==> src/rtl/tff_count_ctrl_if.sv <==
// tff_count_ctrl_if: control/status and flop-bank signals of the T flip-flop sequencer.
// master: top-level control side (also carries the flop bank's Q back in).
// slave: the sequencer itself.
interface tff_count_ctrl_if #(
    parameter int WIDTH = 4
);
    logic             start;
    logic             stop;
    logic             hold;
    logic             up;
    logic [WIDTH-1:0] limit;
    logic [WIDTH-1:0] q;
    logic [WIDTH-1:0] t_en;
    logic             busy;
    logic             done;
    logic             err;

    modport master (
        output start, stop, hold, up, limit, q,
        input  t_en, busy, done, err
    );

    modport slave (
        input  start, stop, hold, up, limit, q,
        output t_en, busy, done, err
    );
endinterface

==> src/rtl/tff_count_ctrl.sv <==
// tff_count_ctrl: drives the T inputs of an external bank of WIDTH T flip-flops so the
// bank loads a start value, counts to a terminal value and stops, while shadowing the
// commanded value and flagging any flop that does not follow its T command.
// Optional build macro TFF_CTRL_DOWN_EN enables down counting (direction latched from up).
//
// state | meaning
// IDLE  | waiting for start, t_en=0
// LOAD  | one edge that toggles the bank onto the start value
// RUN   | counting toward the terminal value (hold pauses, stop aborts)
// DONE  | one-cycle completion pulse, then back to IDLE
module tff_count_ctrl #(
    parameter int WIDTH = 4
) (
    input  logic            clk,
    input  logic            rst,
    tff_count_ctrl_if.slave bus
);
    typedef enum logic [1:0] {IDLE, LOAD, RUN, DONE} state_t;

    state_t           state;
    state_t           state_nxt;
    logic [WIDTH-1:0] lim_r;
    logic [WIDTH-1:0] target;
    logic [WIDTH-1:0] term;
    logic [WIDTH-1:0] cnt_mask;
    logic [WIDTH-1:0] t_en;
    logic [WIDTH-1:0] shadow;
    logic             chk;
    logic             busy_r;
    logic             done_r;
    logic             err_r;
    logic             accept;

    assign accept = (state == IDLE) && bus.start;

`ifdef TFF_CTRL_DOWN_EN
    logic dir_r;

    // Direction is captured together with the limit on an accepted start.
    always_ff @(posedge clk) begin
        if (rst) begin
            dir_r <= 1'b1;
        end else if (accept) begin
            dir_r <= bus.up;
        end
    end

    assign target = dir_r ? '0 : lim_r;
    assign term   = dir_r ? lim_r : '0;

    // Ripple toggle mask: a bit toggles when all lower bits are 1 (up) or all 0 (down).
    always_comb begin
        logic up_c;
        logic dn_c;
        cnt_mask = '0;
        up_c     = 1'b1;
        dn_c     = 1'b1;
        for (int i = 0; i < WIDTH; i++) begin
            cnt_mask[i] = dir_r ? up_c : dn_c;
            up_c        = up_c & bus.q[i];
            dn_c        = dn_c & ~bus.q[i];
        end
    end
`else
    logic unused_up;

    assign unused_up = bus.up;
    assign target    = '0;
    assign term      = lim_r;

    // Ripple toggle mask for an up counter: a bit toggles when all lower bits are 1.
    always_comb begin
        logic up_c;
        cnt_mask = '0;
        up_c     = 1'b1;
        for (int i = 0; i < WIDTH; i++) begin
            cnt_mask[i] = up_c;
            up_c        = up_c & bus.q[i];
        end
    end
`endif

    // State register plus registered status flags and the limit latch.
    always_ff @(posedge clk) begin
        if (rst) begin
            state  <= IDLE;
            busy_r <= 1'b0;
            done_r <= 1'b0;
            lim_r  <= '0;
        end else begin
            state  <= state_nxt;
            busy_r <= (state_nxt == LOAD) || (state_nxt == RUN);
            done_r <= (state_nxt == DONE);
            if (accept) begin
                lim_r <= bus.limit;
            end
        end
    end

    // Next state and T commands; the terminal compare runs before any increment so no wrap.
    always_comb begin
        state_nxt = state;
        t_en      = '0;
        case (state)
            IDLE: begin
                if (bus.start) begin
                    state_nxt = LOAD;
                end
            end
            LOAD: begin
                t_en      = bus.q ^ target;
                state_nxt = bus.stop ? IDLE : RUN;
            end
            RUN: begin
                if (bus.stop) begin
                    state_nxt = IDLE;
                end else if (bus.q == term) begin
                    state_nxt = DONE;
                end else if (!bus.hold) begin
                    t_en = cnt_mask;
                end
            end
            DONE: begin
                state_nxt = IDLE;
            end
            default: begin
                state_nxt = IDLE;
            end
        endcase
    end

    // Shadow of the commanded Q; a flop that missed its toggle sets the sticky err.
    always_ff @(posedge clk) begin
        if (rst) begin
            shadow <= '0;
            chk    <= 1'b0;
            err_r  <= 1'b0;
        end else begin
            shadow <= bus.q ^ t_en;
            chk    <= (state == LOAD) || (state == RUN);
            if (accept) begin
                err_r <= 1'b0;
            end else if (chk && (bus.q != shadow)) begin
                err_r <= 1'b1;
            end
        end
    end

    assign bus.t_en = t_en;
    assign bus.busy = busy_r;
    assign bus.done = done_r;
    assign bus.err  = err_r;
endmodule

==> src/flat_wrapper.sv <==
// flat-port wrapper written by rule: the top's interface ports become plain ports
module tff_count_ctrl_flat 
#(
    parameter int WIDTH = 4
)
  (clk, rst, bus_start, bus_stop, bus_hold, bus_up, bus_limit, bus_q, bus_t_en, bus_busy, bus_done, bus_err);
  tff_count_ctrl_if #(.WIDTH(WIDTH)) bus_i ();
  input  logic clk;
  input  logic rst;
  input wire logic [$bits(bus_i.start)-1:0] bus_start;
  input wire logic [$bits(bus_i.stop)-1:0] bus_stop;
  input wire logic [$bits(bus_i.hold)-1:0] bus_hold;
  input wire logic [$bits(bus_i.up)-1:0] bus_up;
  input wire logic [$bits(bus_i.limit)-1:0] bus_limit;
  input wire logic [$bits(bus_i.q)-1:0] bus_q;
  output wire logic [$bits(bus_i.t_en)-1:0] bus_t_en;
  output wire logic [$bits(bus_i.busy)-1:0] bus_busy;
  output wire logic [$bits(bus_i.done)-1:0] bus_done;
  output wire logic [$bits(bus_i.err)-1:0] bus_err;
  assign bus_i.start = bus_start;
  assign bus_i.stop = bus_stop;
  assign bus_i.hold = bus_hold;
  assign bus_i.up = bus_up;
  assign bus_i.limit = bus_limit;
  assign bus_i.q = bus_q;
  assign bus_t_en = bus_i.t_en;
  assign bus_busy = bus_i.busy;
  assign bus_done = bus_i.done;
  assign bus_err = bus_i.err;
  tff_count_ctrl #(.WIDTH(WIDTH)) u_core (.clk(clk), .rst(rst), .bus(bus_i));
endmodule
==> config.mk <==
export PLATFORM = sky130hd
export DESIGN_NAME = tff_count_ctrl_flat
export DESIGN_NICKNAME = d
export VERILOG_FILES = /design/src/rtl/tff_count_ctrl_if.sv /design/src/rtl/tff_count_ctrl.sv /design/src/flat_wrapper.sv
export SDC_FILE = /design/constraint.sdc
export NUM_CORES = 1
export LEC_CHECK = 0
export ABC_AREA = 1
export CAP_MARGIN = 20
export CORE_MARGIN = 2
export CORE_UTILIZATION = 47
export DETAILED_ROUTE_END_ITERATION = 6
export GPL_TIMING_DRIVEN = 1
export PLACE_DENSITY = 0.79
export SYNTH_ARGS = -nofsm -noshare
export SYNTH_HDL_FRONTEND = slang
export SYNTH_SLANG_ARGS = --single-unit
export TNS_END_PERCENT = 10
==> constraint.sdc <==
create_clock -name clk -period 2 [get_ports clk]
set_input_delay 0.5 -clock clk [delete_from_list [all_inputs] [get_ports clk]]
set_output_delay 0.5 -clock clk [all_outputs]
set_load 0.005 [all_outputs]
Fig. 1: run 1, met1 routing
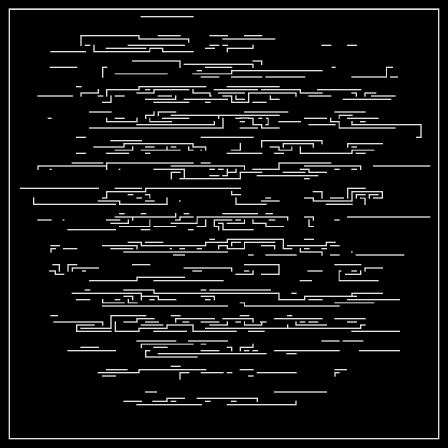
- longest straight run: 16.6 microns
- nets with wire on the layer: 163
- main direction: horizontal
- share of all routed wire: 40%
- wire length on this layer: 1080 microns

Fig. 2: run 1, metal 2
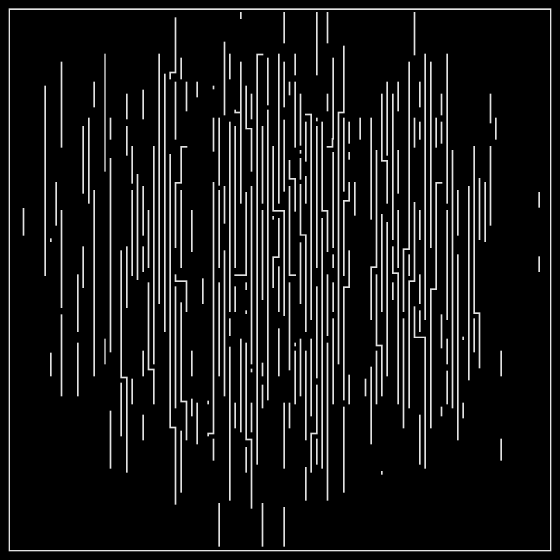
- share of all routed wire: 52%
- nets with wire on the layer: 157
- longest straight run: 34.7 microns

Fig. 3: run 1, M3 wires
Scale bar: 10 microns.
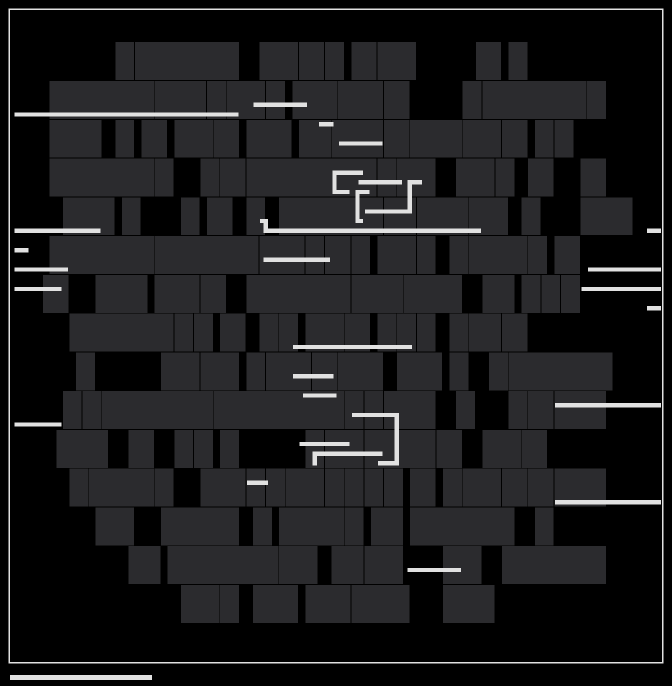
- wire length on this layer: 133 microns
- main direction: horizontal
- share of all routed wire: 4.9%
- longest straight run: 15.4 microns

Fig. 4: run 1, where the registers sit
Scale bar: 10 microns.
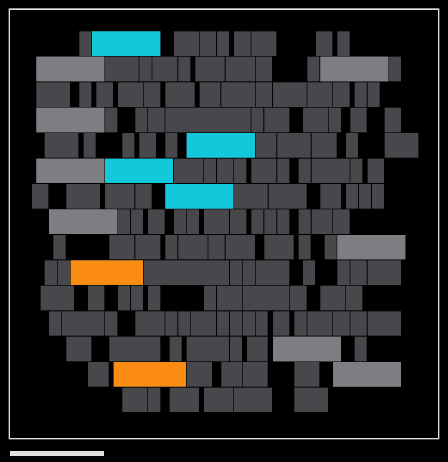
- cyan: `u_core.shadow` (flops 4)
- orange: `u_core.state` (flops 2)
- not colored: 8

==> impl_metrics.py, run 1 <==
# Flow results
metrics = {
    "die": {
        "design.core.area_sq_mm": 0.00169,
        "die_h_microns": 45.8,
    },
    "grt": {
        "grt_start_max_net_pins": 11,
        "grt_first_pass_wirelength_mm": 3.63,
    },
    "timing": {
        "max_slew_margin_pct": 80.0,
        "worst_pin_slew_ns": 0.299,
    },
    "power_and_ir_drop": {
        "cellPowerDensity_mw_per_mm2": 625,
        "clock_power_share_pct": 28.3,
    },
    "clock_tree": {
        "insertion_delay_ns": 0.29,
        "clockRootBuffer": "sky130_fd_sc_hd__clkbuf_4",
        "cts-buffers-inserted": 3,
    },
    "yosys": {
        "post_synth_inst_count": 125,
        "yosys_cells": 125,
    },
    "min_path": {
        "end_of_the_worst_hold_path": "u_core.bus.err",
    },
    "setup_path": {
        "setup.reg_to_reg.worst_slack_ns": 0.22,
        "worstReg2RegStart": "u_core.lim_r[2]",
        "cp-end-kind": "output port",
    },
    "outcome": {
        "status": "finished, final reports clean",
    },
    "route": {
        "post_drt_via_cell_ratio": 5.28,
    },
    "run": {
        "tool_warnings": 31,
    },
}
-- run 1: synth_stat cells, drive strengths merged --
cell type	number
nand2	36
buf	1
and2	1
nand4	1
nor2	15
xnor2	4
ha	5
dfxtp	14
clkbuf	1
o21ai	4
clkinv	1
a21oi	15
inv	17
nor3	2
nand3	8
-- run 1: layer usage --
| layer | vias up | share of wire (%) | global-route usage, % |
|---|---|---|---|
| met5 | - | 0 | 0 |
| met4 | 0 | 2.6 | 8.57 |
| met3 | 8 | 4.9 | 5.16 |
| met2 | 39 | 52 | 47.3 |
| met1 | 434 | 40 | 25.9 |
| li1 | 474 | - | - |
-- run 1: critical path: stages, from the launching register on --
cell and delay, ns:
sky130_fd_sc_hd__dfxtp_2 0.34, sky130_fd_sc_hd__inv_2 0.06, sky130_fd_sc_hd__buf_4 0.15, sky130_fd_sc_hd__ha_4 0.27, sky130_fd_sc_hd__inv_2 0.07, sky130_fd_sc_hd__a21oi_2 0.14, sky130_fd_sc_hd__clkbuf_2 0.13
-- run 1: cell type report --
cell class / instances / area [sq um]
inverters: 18 / 67.6
repair buffers: 37 / 283
flip-flops and latches: 14 / 283
fillers: 127 / 445
multi-input cells: 91 / 553
clock buffers: 4 / 36.3
well taps: 17 / 21.3
-- run 1: timing repair --
item                                   in CTS  in global routing
endpoints found under the hold margin       0                  0
setup buffers                               4                  2
setup endpoints to repair                   4                  4
pin swaps                                   7                  4
resized                                    27                 24
-- run 1: power groups by stage --
stage / Clock [mW] / Sequential (mW) / Combinational [mW]
after floorplan: 0 / 0.318 / 0.112
after global placement: 0 / 0.318 / 0.200
after detailed placement: 0 / 0.319 / 0.208
after CTS: 0.219 / 0.312 / 0.222
after global routing: 0.233 / 0.316 / 0.266
final: 0.220 / 0.314 / 0.243
-- run 1: stage by stage --
step | utilization, % | hold WS [ns]
after floorplan | - | 0.437
after detailed placement | 65.9 | 0.460
after global placement | 65.9 | 0.451
after global routing | 73.6 | 0.509
final | 73.6 | 0.475
after CTS | 72.0 | 0.482
-- run 1: worst max-delay path by stage --
stage,slack (ns),startpoint,end,depth (start not counted)
after global routing,-0.06,u_core.state[0],bus_t_en[2],7
after global placement,-0.59,bus_q[1],bus_t_en[1],8
after CTS,-0.06,u_core.state[0],bus_t_en[2],7
final,0.04,u_core.state[0],bus_t_en[2],6
after detailed placement,-0.61,bus_q[0],bus_t_en[1],8
after floorplan,0.30,u_core.state[0],bus_t_en[0],5
-- run 1: flip-flops by register name, summed over array words and instances (netlist names) --
name             count
u_core.bus.busy      1
u_core.bus.done      1
u_core.bus.err       1
u_core.chk           1
u_core.lim_r         4
u_core.shadow        4
u_core.state         2
-- run 1: kinds of logic after synthesis --
family	Yosys count	share of synthesized area [%]
simple gates	63	32.5
compound gates	19	12.1
xor+xnor	4	4.27
fa+ha+maj	5	7.63
flops	14	34.2
buf+inv	20	9.31
==> run 2, diff against run 1 <==
--- a/config.mk
+++ b/config.mk
@@ -9,6 +9,7 @@
 export CAP_MARGIN = 20
 export CORE_MARGIN = 2
 export CORE_UTILIZATION = 47
+export CTS_CLUSTER_SIZE = 28
 export DETAILED_ROUTE_END_ITERATION = 6
 export GPL_TIMING_DRIVEN = 1
 export PLACE_DENSITY = 0.79
Fig. 5: run 2, metal 2
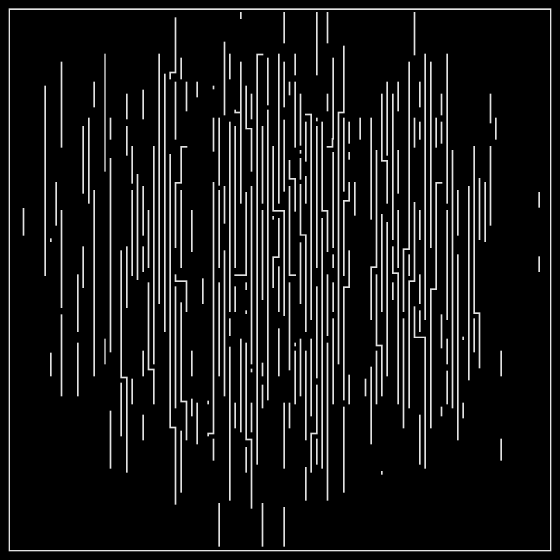
- wire length on this layer: 1410 microns
- main direction: vertical

Fig. 6: run 2, routing congestion map
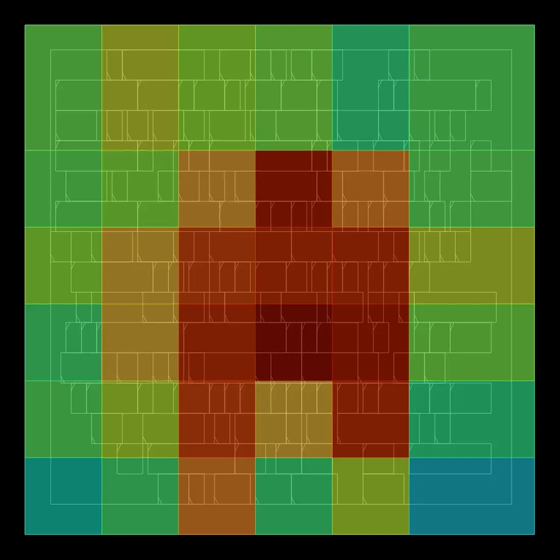
global routing met2 resource utilization: 47.3%
busiest metal layer after global routing: met2
final cell utilization of the core: 73.6%
gr usage total: 24.6%
global-route track usage on met1: 25.9%

==> impl_metrics.py, run 2 <==
# Flow results
metrics = {
    "grt": {
        "grt_start_max_net_pins": 11,
        "grt_first_pass_wirelength_mm": 3.63,
    },
    "timing": {
        "worst_pin_slew_ns": 0.299,
        "max_slew_margin_pct": 80.0,
        "layout_min_cycle_time_ns": 1.96,
        "final.hold.worst_slack_ns": 0.475,
    },
    "clock_tree": {
        "insertion_delay_ns": 0.29,
        "htree_levels": 1,
        "cts-buffers-inserted": 3,
        "clockRootBuffer": "sky130_fd_sc_hd__clkbuf_4",
    },
    "power_and_ir_drop": {
        "cellPowerDensity_mw_per_mm2": 625,
        "intPower_mw": 0.522,
        "power_frac_comb_pct": 31.2,
        "clock_power_share_pct": 28.3,
    },
    "outcome": {
        "status": "finished, final reports clean",
    },
    "finish": {
        "final.fill_count": 127,
        "antennaDiodeCount": 0,
        "reg.largest.list": "u_core.lim_r x4, u_core.shadow x4, u_core.state x2",
    },
    "placed_design": {
        "detailedPlacementHpwl_mm": 1.58,
        "dpl-instance-area_sq_mm": 0.00111,
    },
    "yosys": {
        "mux_share_pct": 0,
        "netlist.top_cell.by_instances": "sky130_fd_sc_hd__nand2_1",
        "logic_family": "simple AND/OR/NAND/NOR gates",
        "aoi_share_pct": 12.1,
        "synth.yosys.warnings": 0,
        "ys.flop_type": "sky130_fd_sc_hd__dfxtp_1",
        "synthTopCellsByCount": "sky130_fd_sc_hd__nand2_1, sky130_fd_sc_hd__a21oi_1, sky130_fd_sc_hd__dfxtp_1, sky130_fd_sc_hd__inv_1, sky130_fd_sc_hd__nor2_1",
        "adder_share_pct": 7.63,
        "post_synth.cell_area_avg_sq_um": 6.56,
        "yosys_cells": 125,
        "post_synth_inst_count": 125,
        "ys_sh_simple_pct": 32.5,
        "xor_area_share_pct": 4.27,
        "synth_async_sr_flop_share_pct": 0,
        "edf_count": 0,
    },
    "route": {
        "wirelength_mm": 2.69,
        "post_drt_via_cell_ratio": 5.28,
        "drtAntennaViolNets": 0,
        "drt_iter0_markers": 8,
    },
    "run": {
        "tool_warnings": 31,
    },
    "setup_path": {
        "worstReg2RegStart": "u_core.lim_r[2]",
        "cp-end-kind": "output port",
        "setup.reg_to_reg.worst_slack_ns": 0.22,
    },
    "min_path": {
        "end_of_the_worst_hold_path": "u_core.bus.err",
    },
    "die": {
        "design.core.area_sq_mm": 0.00169,
    },
}
[run 2: worst max path at each step]
| stage | slack, ns | end | start |
|---|---|---|---|
| final | 0.04 | bus_t_en[2] | u_core.state[0] |
| after global routing | -0.06 | bus_t_en[2] | u_core.state[0] |
| after CTS | -0.06 | bus_t_en[2] | u_core.state[0] |
| after detailed placement | -0.61 | bus_t_en[1] | bus_q[0] |
| after global placement | -0.59 | bus_t_en[1] | bus_q[1] |
| after floorplan | 0.30 | bus_t_en[0] | u_core.state[0] |
[run 2: critical path: stages (launching register included)]
cell and delay, ns:
sky130_fd_sc_hd__dfxtp_2 0.34, sky130_fd_sc_hd__inv_2 0.06, sky130_fd_sc_hd__buf_4 0.15, sky130_fd_sc_hd__ha_4 0.27, sky130_fd_sc_hd__inv_2 0.07, sky130_fd_sc_hd__a21oi_2 0.14, sky130_fd_sc_hd__clkbuf_2 0.13
[run 2: layout make-up]
| cell class | count | area [sq um] | share of cell area, % |
|---|---|---|---|
| clock buffer | 4 | 36.3 | 2.92 |
| inverter | 18 | 67.6 | 5.43 |
| multi-input combinational | 91 | 553 | 44.5 |
| sequential | 14 | 283 | 22.7 |
| tap | 17 | 21.3 | 1.71 |
| timing repair buffer | 37 | 283 | 22.7 |
[run 2: repair_timing]
action	4_1_cts	5_1_grt
buffers inserted	4	2
endpoints found under the hold margin	0	0
pin swaps	7	4
resized	27	24
setup endpoints to repair	4	4
[run 2: stage by stage]
stage	power, mW	cells	setup slack [ns]
global placement	0.518	171	-0.594
CTS	0.753	179	-0.0645
detailed placement	0.526	171	-0.607
finish	0.777	181	0.0383
global route	0.814	181	-0.0587
floorplan	0.429	125	0.303
[run 2: metal layers]
metal  vias up  track usage (%)  wire length (microns)
met5         -                0                      0
met4         0             8.57                     69
met3         8             5.16                    133
met2        39             47.3                   1410
met1       434             25.9                   1080
li1        474                -                      -
[run 2: power groups by stage]
stage          Combinational [mW]  Clock [mW]  Sequential (mW)
3_5_place_dp                0.208           0            0.319
4_1_cts                     0.222       0.219            0.312
6_report                    0.243       0.220            0.314
3_3_place_gp                0.200           0            0.318
5_1_grt                     0.266       0.233            0.316
2_1_floorplan               0.112           0            0.318
[run 2: cells by family after synthesis]
family / after synthesis
simple gates: 63
compound gates: 19
xor+xnor: 4
buf+inv: 20
fa+ha+maj: 5
flops: 14
No activity file was given, so power comes from the tool's default toggle rates.
